### Floorplan with the power grid, run 1

Bar = 50 um. Pins as bars on the die edge. Tap cells in gray.
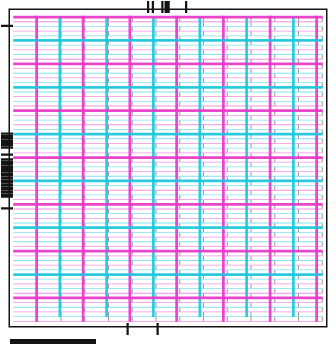
### Cell classes on the final placement, run 1

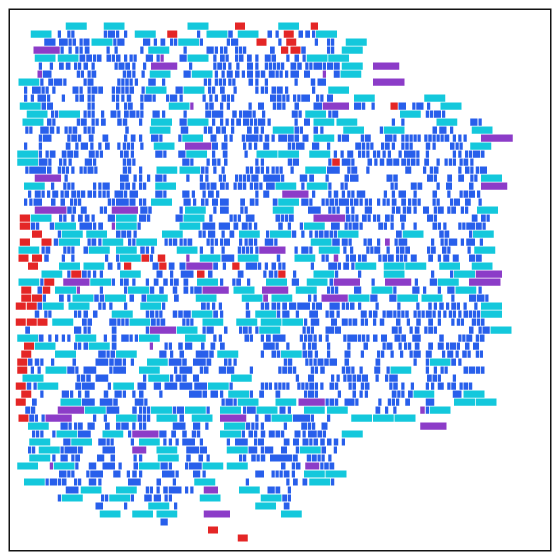
### Routed clock nets over the placement, run 1

Bar = 50 um.
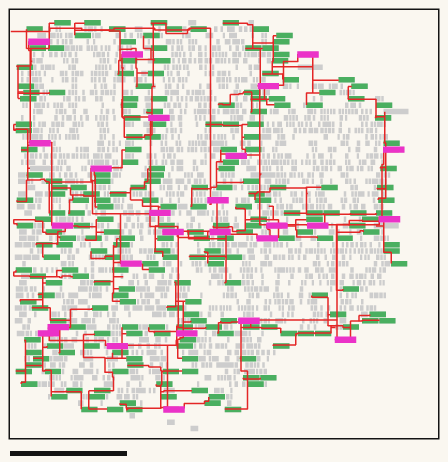
**src/rtl/led_blink_pkg.sv**
```systemverilog
// Shared types and constants for the multi-channel LED blinker.
package led_blink_pkg;

  localparam int unsigned ModeW = 2;

  typedef enum logic [ModeW-1:0] {
    ModeOff      = 2'd0,
    ModeOn       = 2'd1,
    ModeBlink    = 2'd2,
    ModeBlinkDim = 2'd3
  } led_mode_t;

  typedef enum logic [0:0] {
    StIdle    = 1'b0,
    StPending = 1'b1
  } cfg_state_t;

endpackage

```
**src/rtl/blink_channel.sv**
```systemverilog
// One LED channel: holds its configuration, tick counter and blink phase,
// and produces the unregistered next LED value.
module blink_channel
  import led_blink_pkg::*;
#(
  parameter int unsigned PERIOD_W = 16,
  parameter int unsigned DUTY_W   = 8
) (
  input  logic                clk_i,
  input  logic                rst_i,
  input  logic                tick_i,
  input  logic [DUTY_W-1:0]   pwm_cnt_i,
  input  logic                load_i,
  input  led_mode_t           mode_i,
  input  logic [PERIOD_W-1:0] period_i,
  input  logic [DUTY_W-1:0]   duty_i,
  output logic                led_next_o
);

  led_mode_t           mode_q, mode_d;
  logic [PERIOD_W-1:0] period_q, period_d;
  logic [DUTY_W-1:0]   duty_q, duty_d;
  logic [PERIOD_W-1:0] cnt_q, cnt_d;
  logic                phase_q, phase_d;

  logic [PERIOD_W-1:0] cnt_last;
  logic                pwm_on;

  // A half-period of 0 behaves like 1, so the last count is 0 in both cases.
  assign cnt_last = (period_q == '0) ? '0 : period_q - PERIOD_W'(1);
  assign pwm_on   = pwm_cnt_i < duty_q;

  // Next state: a load restarts the channel high; otherwise count ticks.
  always_comb begin
    mode_d   = mode_q;
    period_d = period_q;
    duty_d   = duty_q;
    cnt_d    = cnt_q;
    phase_d  = phase_q;
    if (load_i) begin
      mode_d   = mode_i;
      period_d = period_i;
      duty_d   = duty_i;
      cnt_d    = '0;
      phase_d  = 1'b1;
    end else if (tick_i) begin
      if (cnt_q == cnt_last) begin
        cnt_d   = '0;
        phase_d = ~phase_q;
      end else begin
        cnt_d = cnt_q + PERIOD_W'(1);
      end
    end
  end

  // Channel state registers.
  always_ff @(posedge clk_i) begin
    if (rst_i) begin
      mode_q   <= ModeOff;
      period_q <= PERIOD_W'(1);
      duty_q   <= '0;
      cnt_q    <= '0;
      phase_q  <= 1'b0;
    end else begin
      mode_q   <= mode_d;
      period_q <= period_d;
      duty_q   <= duty_d;
      cnt_q    <= cnt_d;
      phase_q  <= phase_d;
    end
  end

  // LED value selected by mode; registered by the top level.
  always_comb begin
    led_next_o = 1'b0;
    unique case (mode_q)
      ModeOff:      led_next_o = 1'b0;
      ModeOn:       led_next_o = 1'b1;
      ModeBlink:    led_next_o = phase_q;
      ModeBlinkDim: led_next_o = phase_q & pwm_on;
    endcase
  end

endmodule

```
**src/rtl/multi_led_blinker.sv**
```systemverilog
// Multi-channel LED blinker: shared prescaler and PWM counter, a
// valid/ready configuration port, and writes applied on tick boundaries.
module multi_led_blinker
  import led_blink_pkg::*;
#(
  parameter int unsigned NUM_LEDS = 4,
  parameter int unsigned PRESCALE = 100_000,
  parameter int unsigned PERIOD_W = 16,
  parameter int unsigned DUTY_W   = 8,
  localparam int unsigned CHAN_W  = (NUM_LEDS > 1) ? $clog2(NUM_LEDS) : 1
) (
  input  logic                clk,
  input  logic                rst,
  input  logic                cfg_valid,
  output logic                cfg_ready,
  input  logic [CHAN_W-1:0]   cfg_chan,
  input  logic [ModeW-1:0]    cfg_mode,
  input  logic [PERIOD_W-1:0] cfg_period,
  input  logic [DUTY_W-1:0]   cfg_duty,
  output logic [NUM_LEDS-1:0] led
);

  localparam int unsigned PrescW = $clog2(PRESCALE);

  logic [PrescW-1:0]   presc_q;
  logic                tick;
  logic [DUTY_W-1:0]   pwm_q;

  cfg_state_t          state_q, state_d;
  logic                ready_q;
  logic                accept;
  logic                apply;

  logic [CHAN_W-1:0]   pend_chan_q;
  led_mode_t           pend_mode_q;
  logic [PERIOD_W-1:0] pend_period_q;
  logic [DUTY_W-1:0]   pend_duty_q;

  logic [NUM_LEDS-1:0] load;
  logic [NUM_LEDS-1:0] led_next;
  logic [NUM_LEDS-1:0] led_q;

  assign tick      = presc_q == PrescW'(PRESCALE - 1);
  assign cfg_ready = ready_q;
  assign led       = led_q;

  // Prescaler and free-running PWM counter.
  always_ff @(posedge clk) begin
    if (rst) begin
      presc_q <= '0;
      pwm_q   <= '0;
    end else begin
      presc_q <= tick ? '0 : presc_q + PrescW'(1);
      pwm_q   <= pwm_q + DUTY_W'(1);
    end
  end

  // Config FSM: accept one write, then hold it until the next tick.
  always_comb begin
    state_d = state_q;
    accept  = 1'b0;
    apply   = 1'b0;
    unique case (state_q)
      StIdle: begin
        if (cfg_valid && ready_q) begin
          accept  = 1'b1;
          state_d = StPending;
        end
      end
      StPending: begin
        if (tick) begin
          apply   = 1'b1;
          state_d = StIdle;
        end
      end
    endcase
  end

  // FSM state; ready is registered so it stays low for the whole reset.
  always_ff @(posedge clk) begin
    if (rst) begin
      state_q <= StIdle;
      ready_q <= 1'b0;
    end else begin
      state_q <= state_d;
      ready_q <= state_d == StIdle;
    end
  end

  // Pending write registers, captured on handshake.
  always_ff @(posedge clk) begin
    if (rst) begin
      pend_chan_q   <= '0;
      pend_mode_q   <= ModeOff;
      pend_period_q <= PERIOD_W'(1);
      pend_duty_q   <= '0;
    end else if (accept) begin
      pend_chan_q   <= cfg_chan;
      pend_mode_q   <= led_mode_t'(cfg_mode);
      pend_period_q <= cfg_period;
      pend_duty_q   <= cfg_duty;
    end
  end

  // Out-of-range channel numbers match no channel and are dropped.
  for (genvar i = 0; i < NUM_LEDS; i++) begin : g_chan
    assign load[i] = apply & (pend_chan_q == CHAN_W'(i));

    blink_channel #(
      .PERIOD_W (PERIOD_W),
      .DUTY_W   (DUTY_W)
    ) u_chan (
      .clk_i      (clk),
      .rst_i      (rst),
      .tick_i     (tick),
      .pwm_cnt_i  (pwm_q),
      .load_i     (load[i]),
      .mode_i     (pend_mode_q),
      .period_i   (pend_period_q),
      .duty_i     (pend_duty_q),
      .led_next_o (led_next[i])
    );
  end

  // Registered LED drive.
  always_ff @(posedge clk) begin
    if (rst) begin
      led_q <= '0;
    end else begin
      led_q <= led_next;
    end
  end

endmodule

```
**config.mk**
```make
export PLATFORM = sky130hd
export DESIGN_NAME = multi_led_blinker
export DESIGN_NICKNAME = d
export VERILOG_FILES = /design/src/rtl/led_blink_pkg.sv /design/src/rtl/blink_channel.sv /design/src/rtl/multi_led_blinker.sv
export SDC_FILE = /design/constraint.sdc
export NUM_CORES = 1
export LEC_CHECK = 0
export ABC_AREA = 1
export CAP_MARGIN = 30
export CORE_MARGIN = 1.5
export CORE_UTILIZATION = 40
export DETAILED_ROUTE_END_ITERATION = 12
export GPL_TIMING_DRIVEN = 1
export PLACE_DENSITY = 0.64
export SLEW_MARGIN = 5
export SYNTH_ARGS = -nofsm -noshare
export SYNTH_HDL_FRONTEND = slang
export SYNTH_SLANG_ARGS = --single-unit
```
**constraint.sdc**
```tcl
create_clock -name clk -period 3.3 [get_ports clk]
set_input_delay 0.33 -clock clk [delete_from_list [all_inputs] [get_ports clk]]
set_output_delay 0.33 -clock clk [all_outputs]
set_load 0.01 [all_outputs]
```
==> run summary, run 1 <==
Status = finished, final reports clean
Number of antenna-violating nets in the routed design = 0
ANT cells = 0
FF-to-FF setup slack = 0.35 ns
Share of cells above drive strength 1 = 0.0640
Gate Count Post-Synth = 1954
Most used logic cell in the final layout = nand2_1
WP data arrival = 3.41 ns
Rel. slew slack = 0.396
Nets = 2033
Port Buffer Count = 35
Bufs and invs on worst path = 2
Worst Hold Path EP = g_chan[1].u_chan.period_q[4]
Tap Count = 435
Number of max-cap violations = 0
CTS buffer count = 26
WHS Path Cells = 2
Largest net degree at the start of global routing = 80
Hold WS = 0.262 ns
MI comb area = 0.00720 mm2
Largest registers = g_chan.u_chan.cnt_q: 64 flops, g_chan.u_chan.period_q: 64 flops, g_chan.u_chan.duty_q: 32 flops
Synthesized registers = 231
Unique masters post-synth = 42
WP depth = 11
Sink Count = 231
RSZ-0062 raised after global routing = no
Buffers, non-clock = 46
Avg Cell Area, Syn = 6.68 um2
YS chip area = 0.0131 mm2
Avg Vias per Cell = 5.06
CP most frequent cell = nand2_2
Psw = 1.37 mW
Longest Clk Path Bufs = 3
Initial antenna violation count = 0
Cell Pwr Density = 419 mW/mm2
CTS tree = built
Inst Count DP = 2371
Crit path from = presc_q[0]
Gr usage total = 0.200
Top logic family = simple AND/OR/NAND/NOR gates
Comb gates = 1422
GR Util met3 = 0.0206
# H-tree levels = 1
CP Capture Type = flop
Register Area = 0.00462 mm2
CP delay by family, top = simple AND/OR/NAND/NOR gates
Min-Delay Startpoint = rst
Post-layout period usage = 0.895
Post-Route M1 WL = 16.1 mm
MUX area fraction = 0
Vias in the first global route = 11200
Top cells excl fill/tap = nand2_1 (397), nor2_1 (350), inv_1 (232)
Seq pwr = 2.91 mW
Crit Reg-Reg Endpoint = g_chan[1].u_chan.period_q[0]
Final worst slack = 0.345 ns
Crit-path cells = ha_1 -> nand2_1 -> inv_2 -> nand2_2 -> nor3_4 -> nand2_2 -> inv_2 -> nand2_2 -> nor3_1 -> a21oi_1 -> o21ai_0
CP max-delay cell = nor3_1
Most frequent cell after synthesis = nand2_1
Critical Path End = g_chan[1].u_chan.period_q[0]
WL final = 33.4 mm
Post-Synth XOR/XNOR Area = 0.0315
Post-cts gate resize count = 0
Top cells by area = dfxtp_1 (35%), nand2_1 (11%), nor2_1 (10%)
Avg WL per Cell = 13.8 um
DR top layer = met4
About 'Floorplan with the power grid':
legend:
  VDD:
    color: cyan
  VSS:
    color: magenta
met4 straps: 13
met5 straps: 13
met1 rails: 66
Max rail drop VDD: 0.440 mV
total core area: 0.0318 mm2
die height: 184 um
Die X-Extent: 184 um

About 'Cell classes on the final placement':
legend:
  combinational and other logic:
    color: blue
    cells: 1659
  sequential cells:
    color: cyan
    cells: 231
  clock drivers and dummy loads:
    color: purple
    cells: 47
  remaining buffers and delay cells:
    color: red
    cells: 46
utilization after layout: 0.459
Finished Cell Area: 0.0146 mm2
flop share of the area: 0.317
# rows: 65

About 'Routed clock nets over the placement':
legend:
  flip-flops:
    color: green
    count: 231
  clock drivers:
    color: magenta
    count: 26
  clock wires:
    color: red
    length: 3040 um
flops lie: widely spread
Setup Skew: 0.0323 ns
Clock Power: 3.00 mW
clock network power share: 0.491
Insertion Delay late pin: 0.56 ns

==> inputs of run 2 (changes only) <==
GPL_ROUTABILITY_DRIVEN = 0   (was not set)
MAX_ROUTING_LAYER = met4   (was not set)
==> run 2 against run 1 <==
  * Worst hold slack better by 0.065 ns
  * Critical path depth unchanged
  * Routed wire length up 0.25%
  * Critical path type unchanged
==> run summary, run 2 <==
WL final = 33.5 mm (+0.25%)
Post-layout period usage = 0.880 (-0.0155)
Gr usage total = 0.207 (+0.00730)
MUX area fraction = 0 (unchanged)
Flop share of the area = 0.314 (-0.00281)
Number of max-cap violations = 0 (unchanged)
Psw = 1.45 mW (+5.7%)
Total core area = 0.0318 mm2 (unchanged)
FF-to-FF setup slack = 0.40 ns (+0.05 ns)
Avg Cell Area, Syn = 6.68 um2 (unchanged)
Post-Route M1 WL = 16.1 mm (-0.27%)
Clock Power = 3.43 mW (+14%)
Insertion Delay late pin = 0.56 ns (about the same)
Post-cts gate resize count = 0 (unchanged)
Avg Vias per Cell = 5.05 (-0.12%)
Register Area = 0.00462 mm2 (unchanged)
Post-Synth XOR/XNOR Area = 0.0315 (unchanged)
Utilization after layout = 0.463 (+0.00409)
Worst Hold Path EP = g_chan[2].u_chan.period_q[2]
CP most frequent cell = nand2_2
# H-tree levels = 1 (unchanged)
YS chip area = 0.0131 mm2 (unchanged)
Comb gates = 1422 (unchanged)
Synthesized registers = 231 (unchanged)
Unique masters post-synth = 42 (unchanged)
Largest net degree at the start of global routing = 67 (-16%)
Seq pwr = 2.91 mW (about the same)
Final worst slack = 0.396 ns (+0.0511 ns)
WHS Path Cells = 2 (unchanged)
WP depth = 11 (unchanged)
Status = finished, final reports clean
Number of antenna-violating nets in the routed design = 0 (unchanged)
Clock network power share = 0.524 (+0.033)
Avg WL per Cell = 13.8 um (about the same)
Bufs and invs on worst path = 2 (unchanged)
Finished Cell Area = 0.0147 mm2 (+0.89%)
ANT cells = 2 (+2)
Die height = 184 um (unchanged)
Most frequent cell after synthesis = nand2_1
Vias in the first global route = 11300 (+0.61%)
MI comb area = 0.00720 mm2 (unchanged)
DR top layer = met4
Top cells by area = dfxtp_1 (35%), nand2_1 (11%), nor2_1 (10%)
Rel. slew slack = 0.491 (+0.0955)
Top logic family = simple AND/OR/NAND/NOR gates
Cell Pwr Density = 445 mW/mm2 (+6.0%)
Gate Count Post-Synth = 1954 (unchanged)
Crit Reg-Reg Endpoint = g_chan[1].u_chan.period_q[0]
Setup Skew = 0.0269 ns (-0.00538 ns)
Top cells excl fill/tap = nand2_1 (397), nor2_1 (350), inv_1 (232)
Inst Count DP = 2370 (-0.042%)
Share of cells above drive strength 1 = 0.0675 (+0.00346)
Port Buffer Count = 35 (unchanged)
Initial antenna violation count = 1 (+1)
Critical Path End = g_chan[1].u_chan.period_q[0]
GR Util met3 = 0.0327 (+0.0121)
CTS buffer count = 27 (+3.8%)
CP delay by family, top = simple AND/OR/NAND/NOR gates
CP max-delay cell = nor3_1
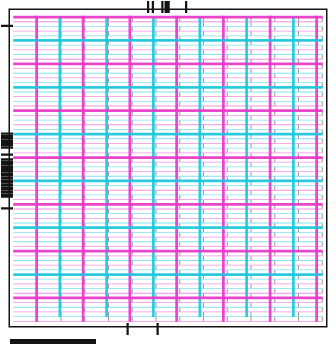
*Floorplan with the power grid, run 2*
Bar = 50 um. Pins as bars on the die edge. Tap cells in gray.
Max rail drop VDD: 0.366 mV

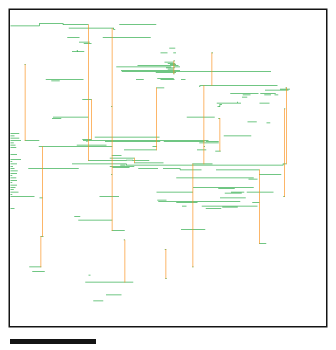
*Wiring by layer, run 2*
Bar = 50 um. Only two layers are drawn.
legend:
  metal 4:
    color: orange
    wire_length: 703 um
  metal 3:
    color: green
    wire_length: 1730 um

==> inputs of run 3 (changes only) <==
--- a/config.mk
+++ b/config.mk
@@ -9,10 +9,10 @@
 export CAP_MARGIN = 30
 export CORE_MARGIN = 1.5
-export CORE_UTILIZATION = 40
+export CORE_UTILIZATION = 58
 export DETAILED_ROUTE_END_ITERATION = 12
 export GPL_ROUTABILITY_DRIVEN = 0
 export GPL_TIMING_DRIVEN = 1
 export MAX_ROUTING_LAYER = met4
-export PLACE_DENSITY = 0.64
+export PLACE_DENSITY = 0.84
 export SLEW_MARGIN = 5
 export SYNTH_ARGS = -nofsm -noshare
==> constraint.sdc (replaced) <==
create_clock -name clk -period 3.3 [get_ports clk]
set_input_delay 0.33 -clock clk [delete_from_list [all_inputs] [get_ports clk]]
set_output_delay 0.33 -clock clk [all_outputs]
set_load 0.02 [all_outputs]
==> run 3 against run 2 <==
  * Global-route usage increased by 8.5 points
  * Die size decreased by 31%
  * Routed wire length increased by 0.26%
  * Synthesized area unchanged
==> run summary, run 3 <==
Status = finished, final reports clean
Utilization after layout = 0.656 (+0.193)
# H-tree levels = 1 (unchanged)
CP max-delay cell = nand2_2
Top cells excl fill/tap = nand2_1 (397), nor2_1 (350), inv_1 (232)
Register Area = 0.00462 mm2 (unchanged)
MUX area fraction = 0 (unchanged)
Avg Cell Area, Syn = 6.68 um2 (unchanged)
Number of max-cap violations = 0 (unchanged)
Critical Path End = g_chan[3].u_chan.cnt_q[13]
CTS buffer count = 25 (-7.4%)
Die height = 153 um (-17%)
DR top layer = met4
Share of cells above drive strength 1 = 0.0669 (-0.000571)
Cell Pwr Density = 422 mW/mm2 (-5.2%)
Most frequent cell after synthesis = nand2_1
Synthesized registers = 231 (unchanged)
Clock network power share = 0.488 (-0.036)
Number of antenna-violating nets in the routed design = 0 (unchanged)
Top logic family = simple AND/OR/NAND/NOR gates
Avg WL per Cell = 14.8 um (+7.1%)
Post-Synth XOR/XNOR Area = 0.0315 (unchanged)
Initial antenna violation count = 0 (-1)
CP most frequent cell = nor2_1
CP delay by family, top = simple AND/OR/NAND/NOR gates
Top cells by area = dfxtp_1 (35%), nand2_1 (11%), nor2_1 (10%)
Avg Vias per Cell = 5.60 (+11%)
Seq pwr = 2.90 mW (about the same)
Vias in the first global route = 12000 (+5.7%)
Comb gates = 1422 (unchanged)
Worst Hold Path EP = pwm_q[0]
Largest net degree at the start of global routing = 58 (-13%)
Setup Skew = 0.0173 ns (-0.00967 ns)
WHS Path Cells = 2 (unchanged)
Bufs and invs on worst path = 2 (unchanged)
Psw = 1.35 mW (-6.7%)
WL final = 33.6 mm (+0.26%)
Crit Reg-Reg Endpoint = g_chan[3].u_chan.cnt_q[13]
Max rail drop VDD = 0.411 mV (+12%)
GR Util met3 = 0.0431 (+0.0104)
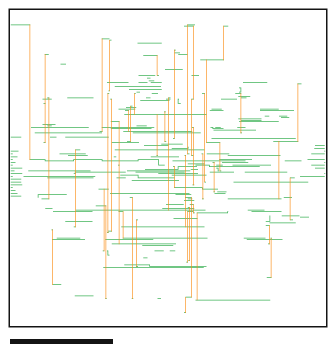
*Wiring by layer, run 3*
Bar = 50 um. Only two layers are drawn.
legend:
  metal 4:
    color: orange
    wire_length: 1440 um
  metal 3:
    color: green
    wire_length: 2210 um

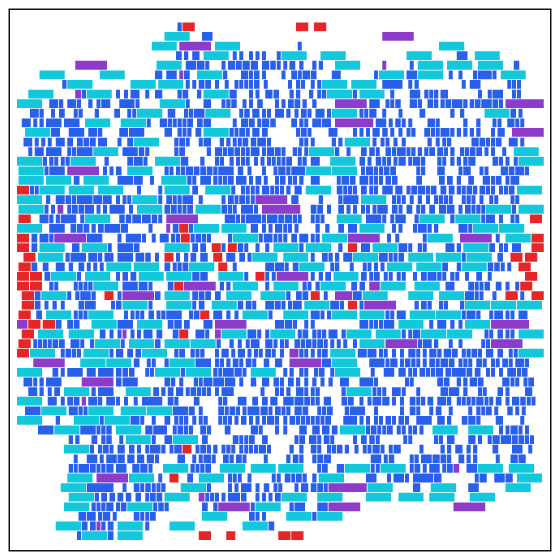
*Cell classes on the final placement, run 3*
Finished Cell Area: 0.0144 mm2
total core area: 0.0220 mm2
# rows: 54


==> screenshots <==
The clock network.
(a)
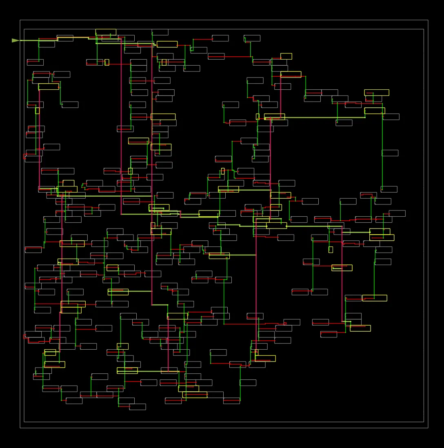
(b)
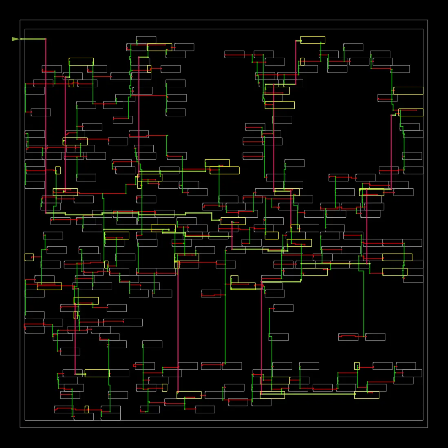
For run 3, see (b).
For run 2, see (a).

Power and IR drop assume default switching activity.
